**Run 1: selected gate families**

Bar = 20 um.
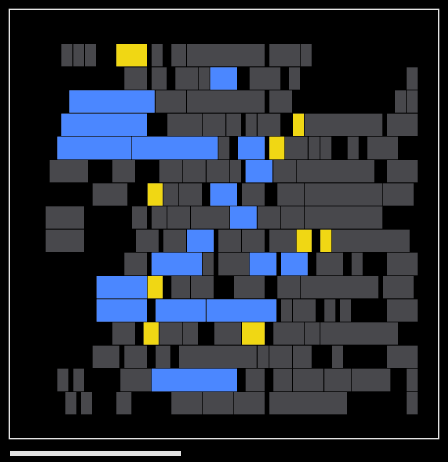
**Run 1: wiring by layer**

Bar = 20 um.
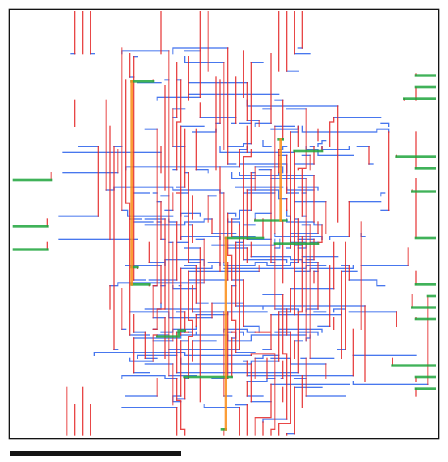
**Run 1: cell outlines without signal wires**

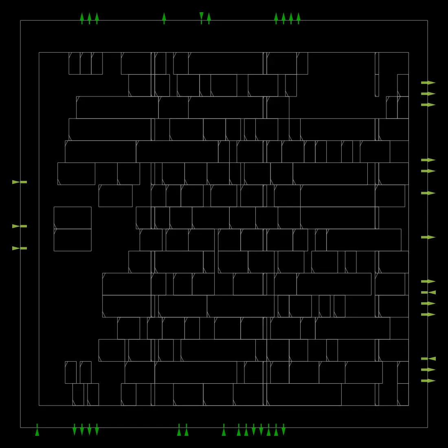
## config.mk

```make
export PLATFORM = sky130hd
export DESIGN_NAME = hamming_secded_codec
export DESIGN_NICKNAME = d
export VERILOG_FILES = /design/src/rtl/hamming_secded_codec.sv
export SDC_FILE = /design/constraint.sdc
export NUM_CORES = 1
export LEC_CHECK = 0
export ABC_CLOCK_PERIOD_IN_PS = 2200
export CAP_MARGIN = 20
export CORE_MARGIN = 2
export CORE_UTILIZATION = 44
export DETAILED_ROUTE_END_ITERATION = 7
export HOLD_SLACK_MARGIN = 0.05
export PLACE_DENSITY = 0.92
export RECOVER_POWER = 25
export SYNTH_ARGS = -nofsm -noshare
export SYNTH_HDL_FRONTEND = slang
export SYNTH_SLANG_ARGS = --single-unit
```

## constraint.sdc

```tcl
create_clock -name clk -period 2.2 [get_ports clk]
set_input_delay 0.66 -clock clk [delete_from_list [all_inputs] [get_ports clk]]
set_output_delay 0.66 -clock clk [all_outputs]
set_load 0.01 [all_outputs]
```

## src/rtl/hamming_secded_codec.sv

```systemverilog
`default_nettype none
// +--------------------------------------------------------------------------+
// | Module   : hamming_secded_codec                                          |
// | Purpose  : Extended-Hamming SECDED encoder/decoder, 1-cycle valid/ready. |
// | Options  : HAMMING_ERR_COUNT_EN builds the saturating error counters.    |
// | Revision : 1.0 - initial release                                         |
// +--------------------------------------------------------------------------+
module hamming_secded_codec #(
  parameter  int K     = 4,
  parameter  int CNT_W = 8,
  localparam int R     = (K <= 4) ? 3 : (K <= 11) ? 4 : (K <= 26) ? 5 : (K <= 57) ? 6 : 7,
  localparam int N     = K + R + 1
) (
  input  logic             clk,
  input  logic             rst_n,
  input  logic             in_valid,
  output logic             in_ready,
  input  logic             mode,
  input  logic [N-1:0]     in_data,
  output logic             out_valid,
  input  logic             out_ready,
  output logic [N-1:0]     out_data,
  output logic [1:0]       out_status,
  input  logic             clr_cnt,
  output logic [CNT_W-1:0] err_corr_cnt,
  output logic [CNT_W-1:0] err_uncorr_cnt
);

  localparam logic [1:0] ST_CLEAN  = 2'b00;
  localparam logic [1:0] ST_CORR   = 2'b01;
  localparam logic [1:0] ST_UNCORR = 2'b10;

  // Bit i of a codeword carries Hamming position i+1; powers of two are parity.
  function automatic logic [N-1:0] f_encode(input logic [K-1:0] d);
    logic [N-1:0] cw;
    logic         par;
    int           di;
    cw = '0;
    di = 0;
    for (int p = 1; p < N; p++) begin
      if ((p & (p - 1)) != 0) begin
        cw[p-1] = d[di];
        di++;
      end
    end
    for (int j = 0; j < R; j++) begin
      par = 1'b0;
      for (int p = 1; p < N; p++) begin
        if (p[j]) par ^= cw[p-1];
      end
      cw[(1 << j) - 1] = par;
    end
    cw[N-1] = ^cw[N-2:0];
    return cw;
  endfunction

  function automatic logic [R-1:0] f_syndrome(input logic [N-1:0] cw);
    logic [R-1:0] syn;
    syn = '0;
    for (int p = 1; p < N; p++) begin
      if (cw[p-1]) syn ^= p[R-1:0];
    end
    return syn;
  endfunction

  function automatic logic [K-1:0] f_extract(input logic [N-1:0] cw);
    logic [K-1:0] d;
    int           di;
    d  = '0;
    di = 0;
    for (int p = 1; p < N; p++) begin
      if ((p & (p - 1)) != 0) begin
        d[di] = cw[p-1];
        di++;
      end
    end
    return d;
  endfunction

  logic [R-1:0] syn;
  logic         par_all;
  logic         syn_in_range;
  logic [N-1:0] fixed_cw;
  logic [N-1:0] dec_data;
  logic [1:0]   dec_status;
  logic [N-1:0] enc_data;
  logic         accept;

  logic         out_valid_q, out_valid_d;
  logic [N-1:0] out_data_q,  out_data_d;
  logic [1:0]   out_status_q, out_status_d;

  always_comb begin
    syn          = f_syndrome(in_data);
    par_all      = ^in_data;
    fixed_cw     = in_data;
    syn_in_range = 1'b0;
    dec_status   = ST_CLEAN;
    // Flip only a real position; a syndrome beyond N-1 is left untouched.
    for (int p = 1; p < N; p++) begin
      if (syn == p[R-1:0]) begin
        syn_in_range  = 1'b1;
        fixed_cw[p-1] = ~in_data[p-1];
      end
    end
    if (syn == '0) begin
      fixed_cw   = in_data;
      dec_status = par_all ? ST_CORR : ST_CLEAN;
    end else if (!par_all) begin
      fixed_cw   = in_data;
      dec_status = ST_UNCORR;
    end else if (!syn_in_range) begin
      dec_status = ST_UNCORR;
    end else begin
      dec_status = ST_CORR;
    end
    dec_data        = '0;
    dec_data[K-1:0] = f_extract(fixed_cw);
    enc_data        = f_encode(in_data[K-1:0]);
  end

  assign in_ready = !out_valid_q || out_ready;
  assign accept   = in_valid && in_ready;

  always_comb begin
    out_valid_d  = out_valid_q;
    out_data_d   = out_data_q;
    out_status_d = out_status_q;
    if (accept) begin
      out_valid_d  = 1'b1;
      out_data_d   = mode ? dec_data : enc_data;
      out_status_d = mode ? dec_status : ST_CLEAN;
    end else if (out_ready) begin
      out_valid_d  = 1'b0;
    end
  end

  always_ff @(posedge clk or negedge rst_n) begin
    if (!rst_n) begin
      out_valid_q  <= 1'b0;
      out_data_q   <= '0;
      out_status_q <= ST_CLEAN;
    end else begin
      out_valid_q  <= out_valid_d;
      out_data_q   <= out_data_d;
      out_status_q <= out_status_d;
    end
  end

  assign out_valid  = out_valid_q;
  assign out_data   = out_data_q;
  assign out_status = out_status_q;

`ifdef HAMMING_ERR_COUNT_EN
  logic [CNT_W-1:0] err_corr_cnt_q,   err_corr_cnt_d;
  logic [CNT_W-1:0] err_uncorr_cnt_q, err_uncorr_cnt_d;
  localparam logic [CNT_W-1:0] CNT_ONE = {{(CNT_W-1){1'b0}}, 1'b1};

  always_comb begin
    err_corr_cnt_d   = err_corr_cnt_q;
    err_uncorr_cnt_d = err_uncorr_cnt_q;
    if (clr_cnt) begin
      err_corr_cnt_d   = '0;
      err_uncorr_cnt_d = '0;
    end else if (accept && mode) begin
      if (dec_status == ST_CORR && err_corr_cnt_q != '1)
        err_corr_cnt_d = err_corr_cnt_q + CNT_ONE;
      if (dec_status == ST_UNCORR && err_uncorr_cnt_q != '1)
        err_uncorr_cnt_d = err_uncorr_cnt_q + CNT_ONE;
    end
  end

  always_ff @(posedge clk or negedge rst_n) begin
    if (!rst_n) begin
      err_corr_cnt_q   <= '0;
      err_uncorr_cnt_q <= '0;
    end else begin
      err_corr_cnt_q   <= err_corr_cnt_d;
      err_uncorr_cnt_q <= err_uncorr_cnt_d;
    end
  end

  assign err_corr_cnt   = err_corr_cnt_q;
  assign err_uncorr_cnt = err_uncorr_cnt_q;
`else
  logic clr_cnt_unused;
  assign clr_cnt_unused = clr_cnt;
  assign err_corr_cnt   = '0;
  assign err_uncorr_cnt = '0;
`endif

endmodule
`default_nettype wire

```

==> run notes, run 1 <==
Flow results are below.

- The clock-pin transition on the worst setup and hold timing paths is 0.07 ns, for reference.
- The combinational cell fraction of total power is 0.483, for reference.
- The initial core utilization is 0.4735, for reference.
- The detailed router's first-iteration violation count is 10, for reference.
- As logged by OpenROAD, the buffers inserted on ports number 24.
- Of the total standard cell area in the layout, the sequential portion is 0.2005.
- The final worst setup slack is 0.03928 ns, for reference.
- Signal nets in the final route climb as high as met4.
- Power attributed to combinational cells is 361 uW.
- The area of all placed cells without fillers is 0.001373 mm^2, for reference.
- The final clock period utilization by the worst path is 0.9821, for reference.
- The setup-violating endpoint count in the final report is 0, for reference.
- The combinational gate count is between 80 and 90, for reference.
- The number of cells on the worst reg-to-reg path is 6.
- The number of instances in the synthesized netlist is 103, for reference.
- The total number of yosys warnings is 0, for reference.
- Counting both buffers and inverters, the worst setup path holds a total of 3.
- For reference, the top cells by area after synthesis are sky130_fd_sc_hd__dfrtp_1 (29%), sky130_fd_sc_hd__buf_4 (14%), sky130_fd_sc_hd__xnor2_1 (7.5%).
- The final hold slack is 0.4653 ns, for reference.
- Per the detail_route log, met3 wirelength is 79 um.
- TritonCTS built the clock tree.
- After layout, the inverter instance count without clock inverters stands at 0.
- The flow inserted 27 tap cells.
- Per the detail_route report, DRC violations left total 0.
- Of all the cell area in the finished design, non-clock buffers hold 0.2780.
- Power comes to ~750 uW.
- The synth_stat.txt file lists the number of cells as roughly 100.
- The launch point of the worst path is in_data[4], for reference.
- Per the detail_route log, met2 wirelength is roughly 1200 um.
- The I/O pin count is 42, for reference.
- The origin of the critical flop-to-flop path is out_valid$_DFFE_PN0P_, for reference.
- The number of max-capacitance violations reported is 0, for reference.
- In this design, the critical path's most frequently occurring cell is sky130_fd_sc_hd__buf_4.
- The cell depth of the worst hold path is 2, for reference.
- Measured along the x axis, the die boundary spans 50.18 um.
- The fraction of final cell area spent on clock buffers and inverters in this run is 0.01914.
- The met3 track demand over resource in global routing is 0.01190, for reference.
- Counting the buffers created by CTS gives 3.
- The slack of the worst reg-to-reg path is approximately 0.75 ns, for reference.
- The tally of nets with antenna violations remaining after routing is 0, for reference.
- The total via count after detailed routing is 825, for reference.
- At the worst endpoint, the arrival time is ~2.3 ns.
- The total negative slack is 0 ns, for reference.
- The number of different library cells used by synthesis comes to 30.
- The maximum buffer depth of the clock tree is 2, for reference.
- After clock tree synthesis, the flow added hold-fix buffers numbering 0.
- The worst slack after detailed placement is -0.4407 ns, for reference.
- The area added between synthesis and finish is 46.27%, for reference.
- The main flop type after synthesis is sky130_fd_sc_hd__dfrtp_1, for reference.
- The number of placed instances, taps included, is 161.
- Per the layout report, the design carries 4 clock buffers.
- Of the total power, the clock network draws 0.183.
- The layout report lists the multi-input gate area as 655.6 um^2.
- The power report lists cell-internal power as ~500 uW.
- The leakage power is 0.6402 nW, for reference.
- The run finished with clean final reports.
- In the final run the clock tree shows a worst skew of 0.005303 ns.
- The share of the core filled with cells is 0.6926, for reference.
- In this design, the stage delay of the slowest critical-path cell is 0.44 ns.
- The clock latency at the later pin of the worst-skew pair is 0.27 ns, for reference.
- Setup repair after global routing could not meet its margin everywhere.
- Per the CTS log, the maximum H-tree level is 1.
- The reg-to-reg endpoint is out_status[0]$_DFFE_PN0P_, for reference.
- In this run the post-CTS setup repair buffer count came out at 2.
- The count of instances resized after the clock tree is built is 9, for reference.
- The worst setup path is launched from an input pin.
- After its last routability iteration, the placer logged a weighted congestion of 0.7987.
- Across all stage logs, warnings added up to 28.
- Per the final timing report, the hold violations number 0.
- The first global-routing pass estimated 3463 um of wire.
- The core region is 0.001982 mm^2.
- The library cell used as clock root buffer is sky130_fd_sc_hd__clkbuf_4, for reference.
- The largest share of the power goes to combinational cells.
-- 'selected gate families' (at the start) --
legend:
  XOR/XNOR gates:
    colour: blue
    cells: 18
    most_used: xnor2_1
  NOR gates:
    colour: yellow
    cells: 9
    most_used: nor3_1
logic share of the area: 0.4777
most numerous logic cell after layout: sky130_fd_sc_hd__buf_4
Final Instance Count excl. Fillers: 168

-- 'wiring by layer' (at the start) --
legend:
  metal 2:
    colour: red
    wire_length: 1160 um
  metal 4:
    colour: orange
    wire_length: 55.8 um
  metal 1:
    colour: blue
    wire_length: 827 um
  metal 3:
    colour: green
    wire_length: 79.6 um
average wire length per cell after detail routing: 12.64 um
Detailed Route WL: 2124 um

-- 'cell outlines without signal wires' (at the start) --
final-layout fill cell count: 134
row cnt: 16

run 1: cells in the final DEF, fill, tap and decap left out, drive strengths merged, types with 2 or more instances in the layout:
master         Yosys  routed
clkbuf             5       5
o211ai             2       2
nor2               2       2
nand3              6       6
conb               1      16
a311oi             2       2
xor2               7       7
xnor3              2       2
nor3               6       6
xnor2              9       9
nand2b             3       3
dlygate4sd2        0       2
dlymetal6s2s       0       4
nand2             12      12
clkdlybuf4s50      0      16
dfrtp             11      11
nand3b             4       4
buf               18      18
o21ai              3       3
mux2i              2       2
run 1: tightest hold or removal path, cell delays in order, from the launching register on:
cell and delay [ns]:
sky130_fd_sc_hd__dfrtp_1 0.34, sky130_fd_sc_hd__nand2_1 0.05, sky130_fd_sc_hd__nand2_1 0.04
run 1: cell families (layout without fill, tap and decap cells):
family,count (synthesis),count (layout),share of synthesized area
xor+xnor,18,18,0.2147
buf+inv,23,46,0.1693
other cells,1,16,0.003996
mux,3,3,0.03333
simple gates,35,35,0.1867
flops,11,11,0.2933
compound gates,12,12,0.09867
run 1: Yosys cell counts (2+ instances only):
master	n
sky130_fd_sc_hd__buf_4	17
sky130_fd_sc_hd__o21ai_0	3
sky130_fd_sc_hd__a311oi_1	2
sky130_fd_sc_hd__o211ai_1	2
sky130_fd_sc_hd__nand3_1	6
sky130_fd_sc_hd__dfrtp_1	11
sky130_fd_sc_hd__xor2_1	6
sky130_fd_sc_hd__xnor2_1	8
sky130_fd_sc_hd__clkbuf_1	4
sky130_fd_sc_hd__nor3_1	6
sky130_fd_sc_hd__nor2_1	2
sky130_fd_sc_hd__nand3b_1	4
sky130_fd_sc_hd__nand2b_1	3
sky130_fd_sc_hd__nand2_1	12
sky130_fd_sc_hd__mux2i_1	2
run 1: registers in the layout (all words and copies together) (netlist names):
signal and count:
out_data 8, out_status 2, out_valid 1
--- run 2 (diff from run 1) ---
Settings changed: ABC_AREA from default to 1, CORE_UTILIZATION 44 to 46.
==> run 2 against run 1 <==
Clock power hardly changed; power decreased by 6.0%; die size is 7.4% higher; clock skew decreased by 0.0036 ns; utilization fell by 2.7 points; fmax is 1.3% higher; sequential power shrank 2%; largest power group unchanged; highest routed layer unchanged.
==> run notes, run 2 <==
Flow results are below.

- In the synthesis report, Yosys lists the chip area as about 0.0011 mm^2.
- The last timing report of the flow puts the setup violation total at 0.
- The final report gives the standard cell area, fillers excluded, as 0.001458 mm^2.
- The final timing summary puts the cycle share of the worst path at 0.9699.
- The combinational cell fraction of total power is 0.457, for reference.
- At the worst endpoint, the arrival time is 1.47 ns.
- The final weighted congestion recorded by global placement is 0.8703.
- Across the run, the number of max-cap violations was 0.
- The unique cell type count in the Yosys netlist is 27, for reference.
- At the later pin of the worst-skew pair, clock insertion delay measures 0.27 ns.
- The I/O pin count is 42, for reference.
- The stage delay of the slowest cell on the critical path is 0.45 ns, for reference.
- In this run the horizontal extent of the chip is around 52 um.
- The flow ran to the end, and the final reports show no timing, DRC or antenna violations.
- The flip-flop count of the largest register after layout is 8, for reference.
- The H-tree depth is 1, for reference.
- STA lists the startpoint of the worst hold path as out_data[7]$_DFFE_PN0P_.
- In the synthesized netlist, the cells that appear most often are sky130_fd_sc_hd__nand2_1 (70), sky130_fd_sc_hd__buf_4 (17), sky130_fd_sc_hd__nand3_1 (14).
- The total clock buffers created by CTS is 3, for reference.
- The library cell used most frequently in the layout, excluding fill and tap cells, is sky130_fd_sc_hd__nand2_1.
- The number of instances in the synthesized netlist is 165, for reference.
- After floorplanning, the core was sized to cover 0.002191 mm^2.
- The post-synthesis cell count from yosys is between 150 and 200, for reference.
- For reference, the final report shows the hold violation count at 0.
- The CTS tree is done, for reference.
- The count of port buffers added during placement is 24, for reference.
- The part of the power in the clock network is 0.194, for reference.
- After synthesis the netlist holds a flip-flop and latch count of 11.
- The initial core utilization is 0.4837, for reference.
- The total power consumption of the routed design is around 700 uW, for reference.
- For this block, the initial DRC count from the detailed router was 24.
- The worst register-to-register path has a depth of 6.
- The critical path ends at in_ready.
- The launch point of the worst path is out_ready, for reference.
- The reg-to-reg endpoint is out_status[1]$_DFFE_PN0P_, for reference.
- Setup repair after global routing left no endpoint under its margin.
- For this run the top cell type by instance count after synthesis was sky130_fd_sc_hd__nand2_1.
- CTS placed an instance of sky130_fd_sc_hd__clkbuf_4 at the clock tree root.
- The non-filler instance count after layout is about 240, for reference.
- The highest net fanout along the worst path is 2, for reference.
- The script parses the final routing iteration and logs DRC violations as 0.
- Counting instances, the worst hold path has a depth of 2.
- The main flop type after synthesis is sky130_fd_sc_hd__dfrtp_1, for reference.
- In the final run the clock tree shows a worst skew of 0.001721 ns.
- The final worst setup slack is roughly 0.066 ns, for reference.
- In the CTS report, the clock slew at the register clock pins of the worst setup and hold paths is listed as 0.06 ns.
- The internal power of the cells totals 458.3 uW.
- The final hold slack is 0.4831 ns, for reference.
- The leakage component of the power was reported as 0.8095 nW.
- The top cell types in the final layout, fill and taps aside, are sky130_fd_sc_hd__nand2_1 (70), sky130_fd_sc_hd__buf_4 (24), sky130_fd_sc_hd__clkdlybuf4s50_1 (19).
- After floorplanning, the core was divided into 17 placement rows.
- The first global-routing pass estimated around 3800 um of wire.
- The finished layout reports a core utilization of 0.6653.
- After synthesis, the cell types taking the most area are sky130_fd_sc_hd__dfrtp_1 (26%), sky130_fd_sc_hd__nand2_1 (25%), sky130_fd_sc_hd__buf_4 (12%).
- The worst setup path is launched from an input pin.
- The total number of yosys warnings is 0, for reference.
- Per the timing report, the most critical flop-to-flop path originates at out_valid$_DFFE_PN0P_.
- All stages included, the depth of the critical timing path comes to 4.
- The detailed placer reported the number of placed instances as around 240.
- The slack of the worst reg-to-reg path is 0.87 ns, for reference.
- The area added between synthesis and finish is 37.54%, for reference.
run 2: netlist changes by cell type in the layout (fill, tap and decap cells not counted), moves of 4 or more:
cell / delta
sky130_fd_sc_hd__nand2_2: +5
sky130_fd_sc_hd__inv_1: +8
sky130_fd_sc_hd__nand3_1: +8
sky130_fd_sc_hd__buf_4: +7
sky130_fd_sc_hd__inv_2: +6
sky130_fd_sc_hd__nand2_1: +58
sky130_fd_sc_hd__nand3b_1: -4
sky130_fd_sc_hd__nor3_1: -4
run 2: power groups by stage:
stage / registers (mW) / logic, mW / clock network (mW)
after CTS: 0.246 / 0.322 / 0.141
after global routing: 0.249 / 0.356 / 0.146
after global placement: 0.249 / 0.314 / 0
after detailed placement: 0.250 / 0.322 / 0
after floorplan: 0.264 / 0.173 / 0
final: 0.245 / 0.320 / 0.136
run 2: routing by layer:
metal,vias to the layer above,GRT usage,part of all wire
li1,582,-,-
met1,477,0.1950,0.41
met2,38,0.3397,0.51
met3,5,0.02011,0.051
met4,0,0.1535,0.026
met5,-,0,0
run 2: area by class of cell:
| type | instances | area [um^2] |
|---|---|---|
| clock buffer | 4 | 26.28 |
| fill | 197 | 733.2 |
| inverter | 14 | 52.55 |
| multi-input combinational | 135 | 640.6 |
| sequential | 11 | 275.3 |
| tap | 28 | 35.03 |
| timing repair buffer | 48 | 427.9 |
run 2: cells by family after synthesis:
kind of cell | after synthesis | synth area share
AOI/OAI and AO/OA | 13 | 0.07674
xor gates and xnor gates | 5 | 0.04133
buffers and inverters | 34 | 0.1889
and+or+nand+nor | 101 | 0.4298
other | 1 | 0.003539
DFF | 11 | 0.2597
run 2: repair_timing:
| item | CTS | global route |
|---|---|---|
| resized | 1 | 4 |
| endpoints found under the setup margin | 1 | 3 |
| cloned | 0 | 0 |
| hold buffers | 0 | 0 |
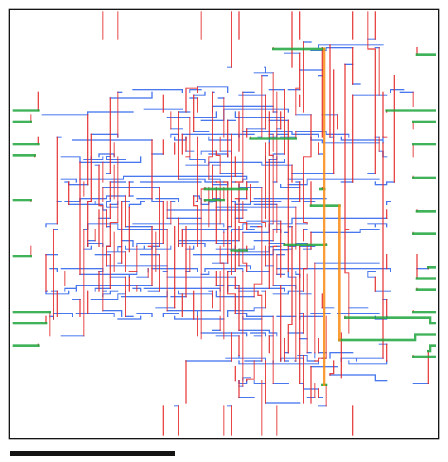
**Above:** run 2 (wiring by layer).
Bar = 20 um.
legend:
  metal 4:
    colour: orange
    wire_length: 57.1 um
  metal 2:
    colour: red
    wire_length: 1130 um
  metal 1:
    colour: blue
    wire_length: 917 um
  metal 3:
    colour: green
    wire_length: 112 um
GR Util All Layers: 0.1890
average wire length per cell after detail routing: 9.238 um
Detailed Route WL: 2217 um
total number of vias: 1102

Power figures rest on the tool's default switching activity, not on a simulated workload.
